<file path="config.mk">
export PLATFORM = sky130hd
export DESIGN_NAME = display_scan_ctrl
export DESIGN_NICKNAME = d
export VERILOG_FILES = /design/src/rtl/display_pkg.sv /design/src/rtl/seg7_decode.sv /design/src/rtl/display_scan_ctrl.sv
export SDC_FILE = /design/constraint.sdc
export NUM_CORES = 1
export LEC_CHECK = 0
export ABC_AREA = 1
export CAP_MARGIN = 30
export CORE_MARGIN = 3
export CORE_UTILIZATION = 31
export DETAILED_ROUTE_END_ITERATION = 16
export GPL_TIMING_DRIVEN = 0
export PLACE_DENSITY = 0.56
export SYNTH_ARGS = -nofsm -noshare
export SYNTH_HDL_FRONTEND = slang
export SYNTH_SLANG_ARGS = --single-unit
</file>
<file path="constraint.sdc">
create_clock -name clock -period 2.4 [get_ports clock]
set_input_delay 0.48 -clock clock [delete_from_list [all_inputs] [get_ports clock]]
set_output_delay 0.48 -clock clock [all_outputs]
set_load 0.05 [all_outputs]
</file>
<file path="src/rtl/display_pkg.sv">
// display_pkg: shared constants, types and helpers for the 4-digit display scan controller.
package display_pkg;

  localparam int unsigned DIGIT_CYCLES_DEF = 12500;
  localparam int unsigned BLANK_CYCLES_DEF = 500;

  localparam int unsigned NUM_DIGITS = 4;
  localparam int unsigned NIB_W      = 4;
  localparam int unsigned WORD_W     = NUM_DIGITS * NIB_W;
  localparam int unsigned SEG_W      = 7;
  localparam int unsigned DIG_W      = NUM_DIGITS;
  localparam int unsigned IDX_W      = 2;

  // Active-low segment codes, bit6=a .. bit0=g
  localparam logic [SEG_W-1:0] SEG_OFF = 7'b1111111;
  localparam logic [DIG_W-1:0] DIG_OFF = 4'b1111;
  localparam logic [SEG_W-1:0] SEG_0   = 7'b0000001;
  localparam logic [SEG_W-1:0] SEG_1   = 7'b1001111;
  localparam logic [SEG_W-1:0] SEG_2   = 7'b0010010;
  localparam logic [SEG_W-1:0] SEG_3   = 7'b0000110;
  localparam logic [SEG_W-1:0] SEG_4   = 7'b1001100;
  localparam logic [SEG_W-1:0] SEG_5   = 7'b0100100;
  localparam logic [SEG_W-1:0] SEG_6   = 7'b0100000;
  localparam logic [SEG_W-1:0] SEG_7   = 7'b0001111;
  localparam logic [SEG_W-1:0] SEG_8   = 7'b0000000;
  localparam logic [SEG_W-1:0] SEG_9   = 7'b0000100;

  typedef enum logic {
    ST_BLANK = 1'b0,
    ST_SHOW  = 1'b1
  } scan_state_t;

  // Display word, d0 is the rightmost digit
  typedef struct packed {
    logic [NIB_W-1:0] d3;
    logic [NIB_W-1:0] d2;
    logic [NIB_W-1:0] d1;
    logic [NIB_W-1:0] d0;
  } disp_word_t;

  // Select the nibble for digit slot i
  function automatic logic [NIB_W-1:0] nibble_at(input disp_word_t w, input logic [IDX_W-1:0] i);
    logic [NIB_W-1:0] n;
    n = w.d0;
    case (i)
      2'd1:    n = w.d1;
      2'd2:    n = w.d2;
      2'd3:    n = w.d3;
      default: n = w.d0;
    endcase
    return n;
  endfunction

  // True when digit i is a leading zero (itself and all higher digits zero); digit 0 never blanks
  function automatic logic lz_blank(input disp_word_t w, input logic [IDX_W-1:0] i);
    logic b;
    b = 1'b0;
    case (i)
      2'd3:    b = (w.d3 == '0);
      2'd2:    b = ({w.d3, w.d2} == '0);
      2'd1:    b = ({w.d3, w.d2, w.d1} == '0);
      default: b = 1'b0;
    endcase
    return b;
  endfunction

endpackage

</file>
<file path="src/rtl/seg7_decode.sv">
// seg7_decode: BCD nibble to active-low 7-segment code; non-decimal nibbles go dark.
module seg7_decode
  import display_pkg::*;
(
  input  logic [NIB_W-1:0] nibble,
  output logic [SEG_W-1:0] seg_c
);

  // Lookup table for digits 0..9
  always_comb begin
    seg_c = SEG_OFF;
    case (nibble)
      4'd0:    seg_c = SEG_0;
      4'd1:    seg_c = SEG_1;
      4'd2:    seg_c = SEG_2;
      4'd3:    seg_c = SEG_3;
      4'd4:    seg_c = SEG_4;
      4'd5:    seg_c = SEG_5;
      4'd6:    seg_c = SEG_6;
      4'd7:    seg_c = SEG_7;
      4'd8:    seg_c = SEG_8;
      4'd9:    seg_c = SEG_9;
      default: seg_c = SEG_OFF;
    endcase
  end

endmodule

</file>
<file path="src/rtl/display_scan_ctrl.sv">
// display_scan_ctrl: multiplexed 4-digit 7-segment scanner with blank guard per slot
// and a pending/shadow word buffer swapped only at frame boundaries (tear-free).
// Optional build macro: LEADING_ZERO_BLANK_EN (blank leading zeros on digits 3..1).
module display_scan_ctrl
  import display_pkg::*;
#(
  parameter int unsigned DIGIT_CYCLES = DIGIT_CYCLES_DEF,
  parameter int unsigned BLANK_CYCLES = BLANK_CYCLES_DEF
) (
  input  logic              clock,
  input  logic              reset_n,
  input  logic              enable,
  input  logic              load_valid,
  output logic              load_ready,
  input  logic [WORD_W-1:0] digits_in,
  output logic [SEG_W-1:0]  segmentos,
  output logic [DIG_W-1:0]  displays,
  output logic              frame_tick
);

  localparam int unsigned CNT_W = $clog2(DIGIT_CYCLES);
  localparam logic [CNT_W-1:0] LAST_CNT  = CNT_W'(DIGIT_CYCLES - 1);
  localparam logic [CNT_W-1:0] BLANK_END = CNT_W'(BLANK_CYCLES - 1);
  localparam logic [IDX_W-1:0] LAST_IDX  = IDX_W'(NUM_DIGITS - 1);

  scan_state_t      state_q, state_d;
  logic [CNT_W-1:0] cnt_q, cnt_d, eff_cnt;
  logic [IDX_W-1:0] idx_q, idx_d;
  logic             paused_q, paused_d;

  disp_word_t       pending_q, shadow_q;
  logic [NIB_W-1:0] cur_nib;
  logic [SEG_W-1:0] dec_seg_c;
  logic [SEG_W-1:0] seg_d;
  logic [DIG_W-1:0] dig_d;
  logic             tick_d;
  logic             blank_lz;

  // Scan state register
  always_ff @(posedge clock or negedge reset_n) begin
    if (!reset_n) begin
      state_q  <= ST_BLANK;
      cnt_q    <= '0;
      idx_q    <= '0;
      paused_q <= 1'b0;
    end else begin
      state_q  <= state_d;
      cnt_q    <= cnt_d;
      idx_q    <= idx_d;
      paused_q <= paused_d;
    end
  end

  // Next-state: slot counter, digit index, BLANK/SHOW; a pause restarts the held slot from 0
  always_comb begin
    state_d  = state_q;
    cnt_d    = cnt_q;
    idx_d    = idx_q;
    paused_d = paused_q;
    eff_cnt  = paused_q ? '0 : cnt_q;
    if (!enable) begin
      state_d  = ST_BLANK;
      paused_d = 1'b1;
    end else begin
      paused_d = 1'b0;
      if (eff_cnt == LAST_CNT) begin
        cnt_d   = '0;
        idx_d   = idx_q + IDX_W'(1);
        state_d = ST_BLANK;
      end else begin
        cnt_d = eff_cnt + CNT_W'(1);
        if (eff_cnt == BLANK_END) state_d = ST_SHOW;
      end
    end
  end

  assign cur_nib = nibble_at(shadow_q, idx_q);

  seg7_decode u_seg7_decode (
    .nibble (cur_nib),
    .seg_c  (dec_seg_c)
  );

  // Output decode: lit digit in SHOW, dark otherwise; tick flags the upcoming last cycle of digit 3
  always_comb begin
    seg_d  = SEG_OFF;
    dig_d  = DIG_OFF;
    tick_d = 1'b0;
`ifdef LEADING_ZERO_BLANK_EN
    blank_lz = lz_blank(shadow_q, idx_q);
`else
    blank_lz = 1'b0;
`endif
    if (enable && (state_q == ST_SHOW)) begin
      dig_d = ~(DIG_W'(1) << idx_q);
      seg_d = blank_lz ? SEG_OFF : dec_seg_c;
    end
    tick_d = enable && (idx_d == LAST_IDX) && (cnt_d == LAST_CNT);
  end

  // Registered display outputs and frame tick
  always_ff @(posedge clock or negedge reset_n) begin
    if (!reset_n) begin
      segmentos  <= SEG_OFF;
      displays   <= DIG_OFF;
      frame_tick <= 1'b0;
    end else begin
      segmentos  <= seg_d;
      displays   <= dig_d;
      frame_tick <= tick_d;
    end
  end

  // Word buffer: accept into pending, promote to shadow at the frame boundary
  always_ff @(posedge clock or negedge reset_n) begin
    if (!reset_n) begin
      pending_q  <= '0;
      shadow_q   <= '0;
      load_ready <= 1'b1;
    end else begin
      if (frame_tick && !load_ready) begin
        shadow_q   <= pending_q;
        load_ready <= 1'b1;
      end
      if (load_valid && load_ready) begin
        pending_q  <= disp_word_t'(digits_in);
        load_ready <= 1'b0;
      end
    end
  end

endmodule
</file>
==> run notes, run 1 <==
### Pwr
• 591 nW/µm² — power density over the cells
• 0.236 mV — worst IR drop on VDD
• 6.6% — relative contribution of combinational cells to total power
• 1.76 mW — internal cell power
• 25.2% — switching share of power

### Cells and area
• 35.9% — multi-input logic portion of the cell area
• 1430 µm² — combinational cell area excluding buffers and inverters
• 288 — combinational gates
• 63 — flop count
• 488 — number of nets in the final layout
• 44 — Buffers, non-clock
• 11.9% — share of final-layout standard cells stronger than drive strength 1
• pending_q: 16 flops, shadow_q: 16 flops, cnt_q: 14 flops — largest registers in the final layout
• 3990 µm² — Layout Cell Area excl Fill

### Setup path
• 0.18 ns — flop-to-flop setup slack
• inv_4 > buf_6 > nand2_1 > inv_2 > ha_2 > inv_1 > nor2_2 > nand3_2 > nand3_1 > nand3b_1 > nor2_1 > nand3_1 > nor2_1 — series of cell instances along the critical path
• sky130_fd_sc_hd__dfrtp_2 — slowest CP cell
• 13 — reg2reg path depth
• frame_tick$_DFF_PN0_ — crit path capture

### Floorplan
• 133 — tap cells
• 33 — number of top-level pins
• 11700 µm² — chip area

### Detailed routing
• 0 — final antenna-violating net count
• 3500 µm — metal2 WL
• 3750 µm — met1 WL
• 7700 µm — wire length after detailed routing
• met4 — uppermost layer routed
• 134 — violation tally from detailed-route iteration zero

### Synthesis
• 63 — Post-synth regs
• simple AND/OR/NAND/NOR gates — largest non-sequential cell family by area
• 0% — MUX share of area
• sky130_fd_sc_hd__nand2_1 — most used standard cell by instance count after synthesis

### STA
• 46.9% — Slew headroom
• 0 — number of hold-slack violations in the final timing report
• false — setup repair after global routing missed its margin
• 0 — final count of pins violating max slew

### CTS
• 2 — worst-case clock buffer depth
• 0.07 ns — clock-pin slew on the worst setup and hold paths
• 0 — post-CTS setup repair buffer count
• 1 — count of cells resized by post-cts repair

### Run
• 35 — number of warnings the tools reported

### Run status
• finished clean — status

### GRT
• 64 — largest net degree at the start of global routing
• 0 — antenna violations before repair
• 14.3% — Total Routing Usage GR

### Placement
• 576 — Cell Count Post-Placement

### Min path
• in -> async — classification of the worst-slack hold path

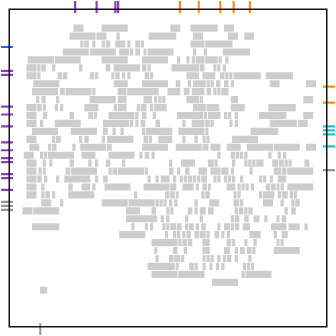
Fig. 1. Pin map (run 1).
Pins as bars across the die edge, other pins in grey.
Orange is segmentos, pins 7, direction output, edge 5 top, 2 right. Cyan is displays, pins 4, direction output, edge right. Purple is digits_in, pins 16, direction input, edge 12 left, 4 top. Blue is clock, pins 1, direction input, edge left.
All pins by edge: 16 left, 9 top, 7 right, 1 bottom.

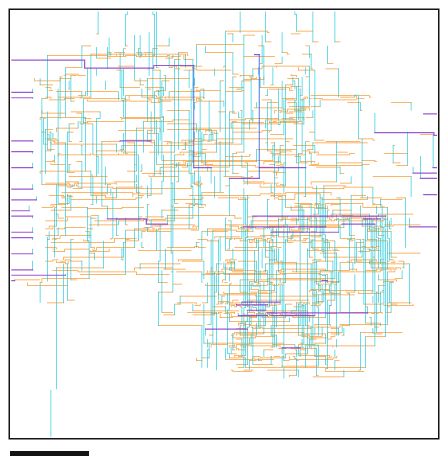
Fig. 2. Signal wires by layer (run 1).
Bar = 20 µm.
Purple is M3, wire length 387 µm. Cyan is M2, wire length 3500 µm. Orange is M1, wire length 3750 µm. Blue is M4, wire length 57.1 µm.

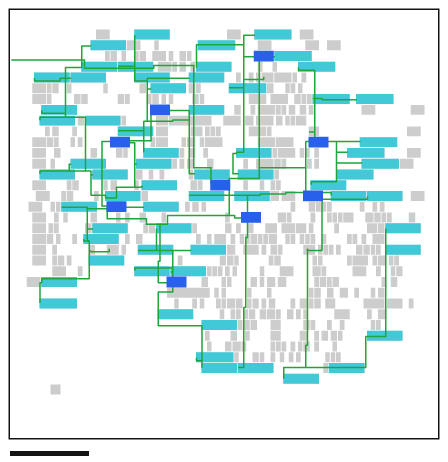
Fig. 3. Routed clock nets over the placement (run 1).
Bar = 20 µm.
Cyan is flip-flops, count 63. Green is clock wires, length 972 µm. Blue is clock-net drivers, count 9.
There are 10 routed clock nets.

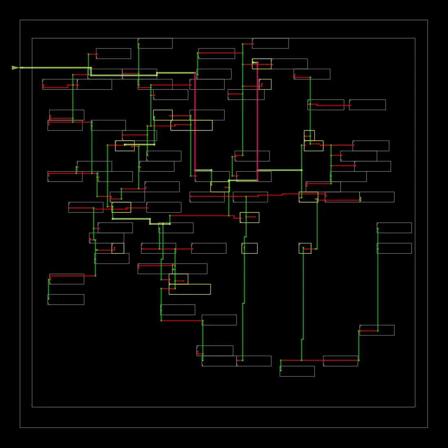
Fig. 4. Clock wiring as the flow saved it (run 1).
# clk buffers: 9
clock group total power: 1.08 mW
clk sink count: 63
Skew-Pair Late Insertion Delay: 0.35 ns

Fig. 5: run 1, sequential cells grouped by signal name
Other sequential cells in the stronger grey, the rest of the logic in the fainter grey.
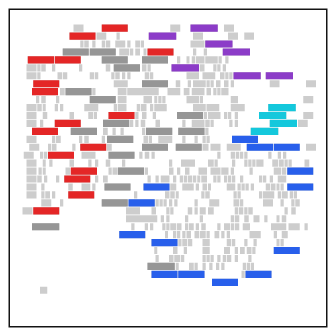

==> run 1 -> run 2 <==
CORE_MARGIN = not set   (was 3)
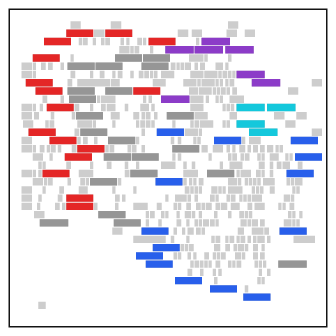
Fig. 6. Sequential cells grouped by signal name (run 2).
Other sequential cells in the stronger grey, the rest of the logic in the fainter grey.
Blue is cnt_q, flops 14. Purple is segmentos, flops 7. Cyan is displays, flops 4. Red is pending_q, flops 16.
Another 22 sequential cells are not coloured.

==> run notes, run 2 <==
### STA
• false — setup repair after global routing missed its margin
• 0 — number of hold-slack violations in the final timing report, unchanged
• 0 — final count of pins violating max slew, unchanged
• 46.4% — Slew headroom, -0.50 points

### GRT
• 0 — antenna violations before repair, unchanged
• 64 — largest net degree at the start of global routing, unchanged

### Min path
• in -> async — classification of the worst-slack hold path

### Pwr
• 585 nW/µm² — power density over the cells, -0.92%
• 1.06 mW — clock group total power, about the same
• 6.5% — relative contribution of combinational cells to total power, about the same
• 24.5% — switching share of power, -0.62 points
• 1.76 mW — internal cell power, about the same
• 0.234 mV — worst IR drop on VDD, -0.95%

### Floorplan
• 10900 µm² — chip area, -7.3%
• 133 — tap cells, unchanged
• 33 — number of top-level pins, unchanged

### Synthesis
• 0% — MUX share of area, unchanged

### Cells and area
• 3990 µm² — Layout Cell Area excl Fill, about the same
• 63 — flop count, unchanged
• 35.8% — multi-input logic portion of the cell area, -0.043 points
• 288 — combinational gates, unchanged
• pending_q: 16 flops, shadow_q: 16 flops, cnt_q: 14 flops — largest registers in the final layout
• 43 — Buffers, non-clock, -2.3%

### CTS
• 0.34 ns — Skew-Pair Late Insertion Delay, about the same
• 2 — worst-case clock buffer depth, unchanged
• 0.08 ns — clock-pin slew on the worst setup and hold paths, about the same
• 2 — count of cells resized by post-cts repair, +1
• 0 — post-CTS setup repair buffer count, unchanged

### Detailed routing
• 0 — final antenna-violating net count, unchanged
• 3390 µm — metal2 WL, -3.1%
• 77 — violation tally from detailed-route iteration zero, -43%
• met4 — uppermost layer routed

### Setup path
• frame_tick$_DFF_PN0_ — crit path capture
• sky130_fd_sc_hd__dfrtp_2 — slowest CP cell
• 13 — reg2reg path depth, unchanged
• inv_2 > buf_6 > nand2_1 > inv_1 > ha_1 > inv_1 > nor2_2 > nand3_2 > nand3_1 > nand3b_1 > nor2_2 > nand3_1 > nor2_1 — series of cell instances along the critical path
• 0.16 ns — flop-to-flop setup slack, -0.03 ns

### Run status
• finished clean — status

### Run
• 35 — number of warnings the tools reported, unchanged

Power and IR drop assume default switching activity.
